===== src/rtl/popcount_pkg.sv =====
// Shared types and encodings for the popcount stream neuron.
//   state_e  : frame accumulation state (IDLE = no beat held, ACCUM = partial frame held)
//   ACT_*    : ternary activation encodings driven on out_act
package popcount_pkg;

  typedef enum logic {
    ST_IDLE  = 1'b0,
    ST_ACCUM = 1'b1
  } state_e;

  localparam logic [1:0] ACT_ZERO = 2'b00;
  localparam logic [1:0] ACT_POS  = 2'b01;
  localparam logic [1:0] ACT_NEG  = 2'b11;

endpackage


===== src/rtl/popcount_core.sv =====
// Combinational population count.
//   bits_i  : WIDTH-bit input vector
//   count_o : number of set bits, $clog2(WIDTH+1) bits wide
module popcount_core #(
  parameter int unsigned WIDTH = 10
) (
  input  logic [WIDTH-1:0]             bits_i,
  output logic [$clog2(WIDTH+1)-1:0]   count_o
);

  localparam int unsigned CW = $clog2(WIDTH + 1);

  // Ripple sum of bits; synthesis rebalances into an adder tree.
  always_comb begin
    count_o = '0;
    for (int i = 0; i < int'(WIDTH); i++) begin
      count_o = count_o + CW'(bits_i[i]);
    end
  end

endmodule


===== src/rtl/popcount_stream_neuron.sv =====
// Ternary-weight popcount neuron over a stream of beats.
// Each accepted beat contributes popcount(+1 only) - popcount(-1 only); FRAMES
// beats form a frame whose sum is thresholded into a ternary activation.
//   clk, rst_n          : clock, async active-low reset
//   clear               : synchronous discard of the partial frame
//   in_valid/in_ready   : beat handshake; in_pos/in_neg are the +1/-1 masks
//   approx_en           : drop the TRUNC low bits for the whole frame (first beat)
//   thr_hi/thr_lo       : activation thresholds (sampled on first beat)
//   out_valid/out_ready : result handshake; out_sum frame sum, out_act activation
module popcount_stream_neuron
  import popcount_pkg::*;
#(
  parameter  int unsigned WIDTH  = 10,
  parameter  int unsigned FRAMES = 4,
  parameter  int unsigned TRUNC  = 2,
  localparam int unsigned CW     = $clog2(WIDTH + 1),
  localparam int unsigned AW     = $clog2(FRAMES * WIDTH + 1) + 1
) (
  input  logic                 clk,
  input  logic                 rst_n,
  input  logic                 clear,
  input  logic                 in_valid,
  output logic                 in_ready,
  input  logic [WIDTH-1:0]     in_pos,
  input  logic [WIDTH-1:0]     in_neg,
  input  logic                 approx_en,
  input  logic signed [AW-1:0] thr_hi,
  input  logic signed [AW-1:0] thr_lo,
  output logic                 out_valid,
  input  logic                 out_ready,
  output logic signed [AW-1:0] out_sum,
  output logic [1:0]           out_act
);

  localparam int unsigned BCW = (FRAMES > 1) ? $clog2(FRAMES) : 1;
  localparam logic [WIDTH-1:0] APPROX_MASK = {WIDTH{1'b1}} << TRUNC;

  state_e                state_q, state_d;
  logic [BCW-1:0]        bc_q, bc_d;
  logic signed [AW-1:0]  acc_q, acc_d;
  logic                  approx_q, approx_d;
  logic signed [AW-1:0]  thr_hi_q, thr_hi_d;
  logic signed [AW-1:0]  thr_lo_q, thr_lo_d;
  logic                  out_valid_q, out_valid_d;
  logic signed [AW-1:0]  out_sum_q, out_sum_d;
  logic [1:0]            out_act_q, out_act_d;

  logic                  first_beat, last_beat, accept;
  logic                  approx_eff;
  logic signed [AW-1:0]  thr_hi_eff, thr_lo_eff;
  logic [WIDTH-1:0]      keep_mask, pos_bits, neg_bits;
  logic [CW-1:0]         pc_pos, pc_neg;
  logic signed [AW-1:0]  beat_d, frame_sum;

  // First beat of a frame uses live mode/thresholds; later beats use the latched copy.
  assign first_beat = (state_q == ST_IDLE);
  assign last_beat  = (bc_q == BCW'(FRAMES - 1));
  assign approx_eff = first_beat ? approx_en : approx_q;
  assign thr_hi_eff = first_beat ? thr_hi : thr_hi_q;
  assign thr_lo_eff = first_beat ? thr_lo : thr_lo_q;

  // Bits set in both masks cancel to zero weight.
  assign keep_mask = approx_eff ? APPROX_MASK : {WIDTH{1'b1}};
  assign pos_bits  = in_pos & ~in_neg & keep_mask;
  assign neg_bits  = in_neg & ~in_pos & keep_mask;

  popcount_core #(.WIDTH(WIDTH)) u_pc_pos (.bits_i(pos_bits), .count_o(pc_pos));
  popcount_core #(.WIDTH(WIDTH)) u_pc_neg (.bits_i(neg_bits), .count_o(pc_neg));

  assign beat_d    = $signed(AW'(pc_pos)) - $signed(AW'(pc_neg));
  assign frame_sum = (first_beat ? AW'(0) : acc_q) + beat_d;

  // A result slot frees up in the same cycle it is consumed.
  assign in_ready = !out_valid_q || out_ready;
  assign accept   = in_valid && in_ready && !clear;

  // State register
  always_ff @(posedge clk or negedge rst_n) begin
    if (!rst_n) begin
      state_q <= ST_IDLE;
    end else begin
      state_q <= state_d;
    end
  end

  // Next-state logic
  always_comb begin
    state_d = state_q;
    if (clear) begin
      state_d = ST_IDLE;
    end else if (accept) begin
      state_d = last_beat ? ST_IDLE : ST_ACCUM;
    end
  end

  // Datapath / output next values
  always_comb begin
    bc_d        = bc_q;
    acc_d       = acc_q;
    approx_d    = approx_q;
    thr_hi_d    = thr_hi_q;
    thr_lo_d    = thr_lo_q;
    out_valid_d = out_valid_q;
    out_sum_d   = out_sum_q;
    out_act_d   = out_act_q;

    if (out_ready) begin
      out_valid_d = 1'b0;
    end

    if (clear) begin
      bc_d  = '0;
      acc_d = '0;
    end else if (accept) begin
      if (first_beat) begin
        approx_d = approx_en;
        thr_hi_d = thr_hi;
        thr_lo_d = thr_lo;
      end
      if (last_beat) begin
        bc_d        = '0;
        acc_d       = '0;
        out_valid_d = 1'b1;
        out_sum_d   = frame_sum;
        // Upper threshold takes priority when both conditions hold.
        if (frame_sum >= thr_hi_eff) begin
          out_act_d = ACT_POS;
        end else if (frame_sum <= thr_lo_eff) begin
          out_act_d = ACT_NEG;
        end else begin
          out_act_d = ACT_ZERO;
        end
      end else begin
        bc_d  = bc_q + BCW'(1);
        acc_d = frame_sum;
      end
    end
  end

  // Datapath / output registers
  always_ff @(posedge clk or negedge rst_n) begin
    if (!rst_n) begin
      bc_q        <= '0;
      acc_q       <= '0;
      approx_q    <= 1'b0;
      thr_hi_q    <= '0;
      thr_lo_q    <= '0;
      out_valid_q <= 1'b0;
      out_sum_q   <= '0;
      out_act_q   <= ACT_ZERO;
    end else begin
      bc_q        <= bc_d;
      acc_q       <= acc_d;
      approx_q    <= approx_d;
      thr_hi_q    <= thr_hi_d;
      thr_lo_q    <= thr_lo_d;
      out_valid_q <= out_valid_d;
      out_sum_q   <= out_sum_d;
      out_act_q   <= out_act_d;
    end
  end

  assign out_valid = out_valid_q;
  assign out_sum   = out_sum_q;
  assign out_act   = out_act_q;

endmodule


===== config.mk =====
export PLATFORM = sky130hd
export DESIGN_NAME = popcount_stream_neuron
export DESIGN_NICKNAME = d
export VERILOG_FILES = /design/src/rtl/popcount_pkg.sv /design/src/rtl/popcount_core.sv /design/src/rtl/popcount_stream_neuron.sv
export SDC_FILE = /design/constraint.sdc
export NUM_CORES = 1
export LEC_CHECK = 0
export CORE_ASPECT_RATIO = 2
export CORE_MARGIN = 3
export CORE_UTILIZATION = 40
export DETAILED_ROUTE_END_ITERATION = 10
export GPL_TIMING_DRIVEN = 0
export HOLD_SLACK_MARGIN = 0.05
export PLACE_DENSITY = 0.66
export SLEW_MARGIN = 20
export SYNTH_ARGS = -nofsm -noshare
export SYNTH_HDL_FRONTEND = slang
export SYNTH_SLANG_ARGS = --single-unit

===== constraint.sdc =====
create_clock -name clk -period 7 [get_ports clk]
set_clock_uncertainty 0.2 [all_clocks]
set_input_delay 1.4 -clock clk [delete_from_list [all_inputs] [get_ports clk]]
set_output_delay 1.4 -clock clk [all_outputs]
set_load 0.005 [all_outputs]

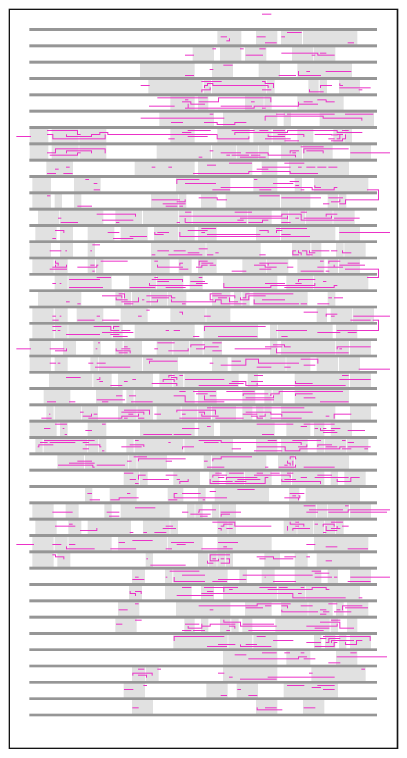
(metal 1)
Drawn at 6 px/µm. Supply wires on this layer in grey. Cells faint in the background.
The longest straight run is 21.6 µm. 384 nets have wire on it. The layer carries 2150 µm of wire. The wires run mostly horizontal.
DRT Wirelength: 6.72 mm
via count: 2188
met1 GRT Util: 16.2%

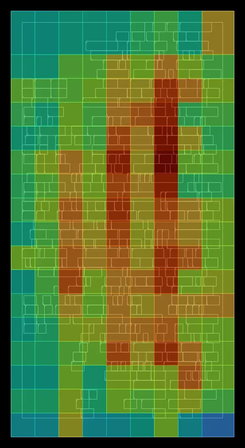
(congestion heat map)
final core occ: 59.1%
WL per Instance: 15.6 µm
Total GRT Usage: 18.2%

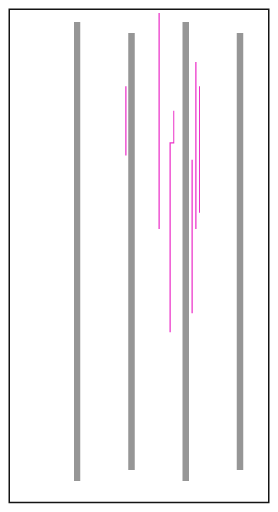
(the metal 4 layer)
Drawn at 4 px/µm. Supply wires on this layer in grey.
6 nets have wire on it. The wires run mostly vertical. The layer carries 238 µm of wire.

==> flow_summary.toml <==
# generated from flow reports
[power_and_ir_drop]
swShare_pct = 41.4
power.share.clock_pct = 12.3
top_power_group = "combinational logic"
power.density_nw_per_um2 = 454

[setup_path]
crit_slowest_cell = "fa_1"
worstSetupPathDepth = 27
cp-endpoint = "out_act[0]"
critPathMaxStageDelay_ns = 0.55
r2r_end = "out_act[0]"
critPathMaxFanout = 4
path_buffers = 6

[grt]
met3_usage_pct = 2.36
met2_usage_pct = 38.2
grt-ovfl-total = 0
grt_max_degree = 31
grt-busiest-layer = "met2"

[place]
place_hpwl_mm = 5.16
placed_cells_incl_taps = 411
dpl_cell_area_um2 = 3430

[final_layout]
clock_area_share_pct = 3.68
regArea_um2 = 876
n_antenna_cell = 0
sh_seq_area_pct = 22.4
syn_to_final_growth_pct = 43.1
nClkBuffers = 6
dominant_cells = "multi-input combinational cells"
most-common-layout-cells = "44 x clkdlybuf4s50_1, 35 x dfrtp_1, 25 x ha_1"

[run]
cap_violations = 0
warning_count = 33

[sta]
timing.fmax_mhz = 130
fin_ws_ns = -0.673
setup-violations-final = 2
setup_tns_ns = -1.30
worst_pin_slew_ns = 0.793
rsz0062_at_grt = "true"
post-route-period-util_pct = 110
finalHoldViolCount = 0

[synthesis]
yosys.area_share.xor_xnor_pct = 3.20
synth.area.top_cells = "dfrtp_1 32%, ha_1 15%, fa_1 10%"
synthArstFlopShare_pct = 100
yosysMostFrequentCell = "dfrtp_1"
synth_cell_types = 34
yosys_warnings = 0
simple_gate_area_share_pct = 13.6
ys.flops = 35
ys_sh_mux_pct = 9.38

[clock_tree]
numCtsBuffers = 5
insertion_delay_ns = 0.28
cts_tree = "done"
clkTransAtPathRegs_ns = 0.06
cts-hold-fix-buffers = 0

[floorplanning]
core_um2 = 6620
n_tap_cell = 88
floorplan.core_util_pct = 41.3
die_width_um = 64.5
die_area_um2 = 7930

[run_status]
status = "finished, violations left"
violations = "setup timing"

[min_path]
hold_start = "acc_q[0]"
worstHoldEndpoint = "acc_q[0]"
min_path_cells = 2

[drt]
ant_nets = 0
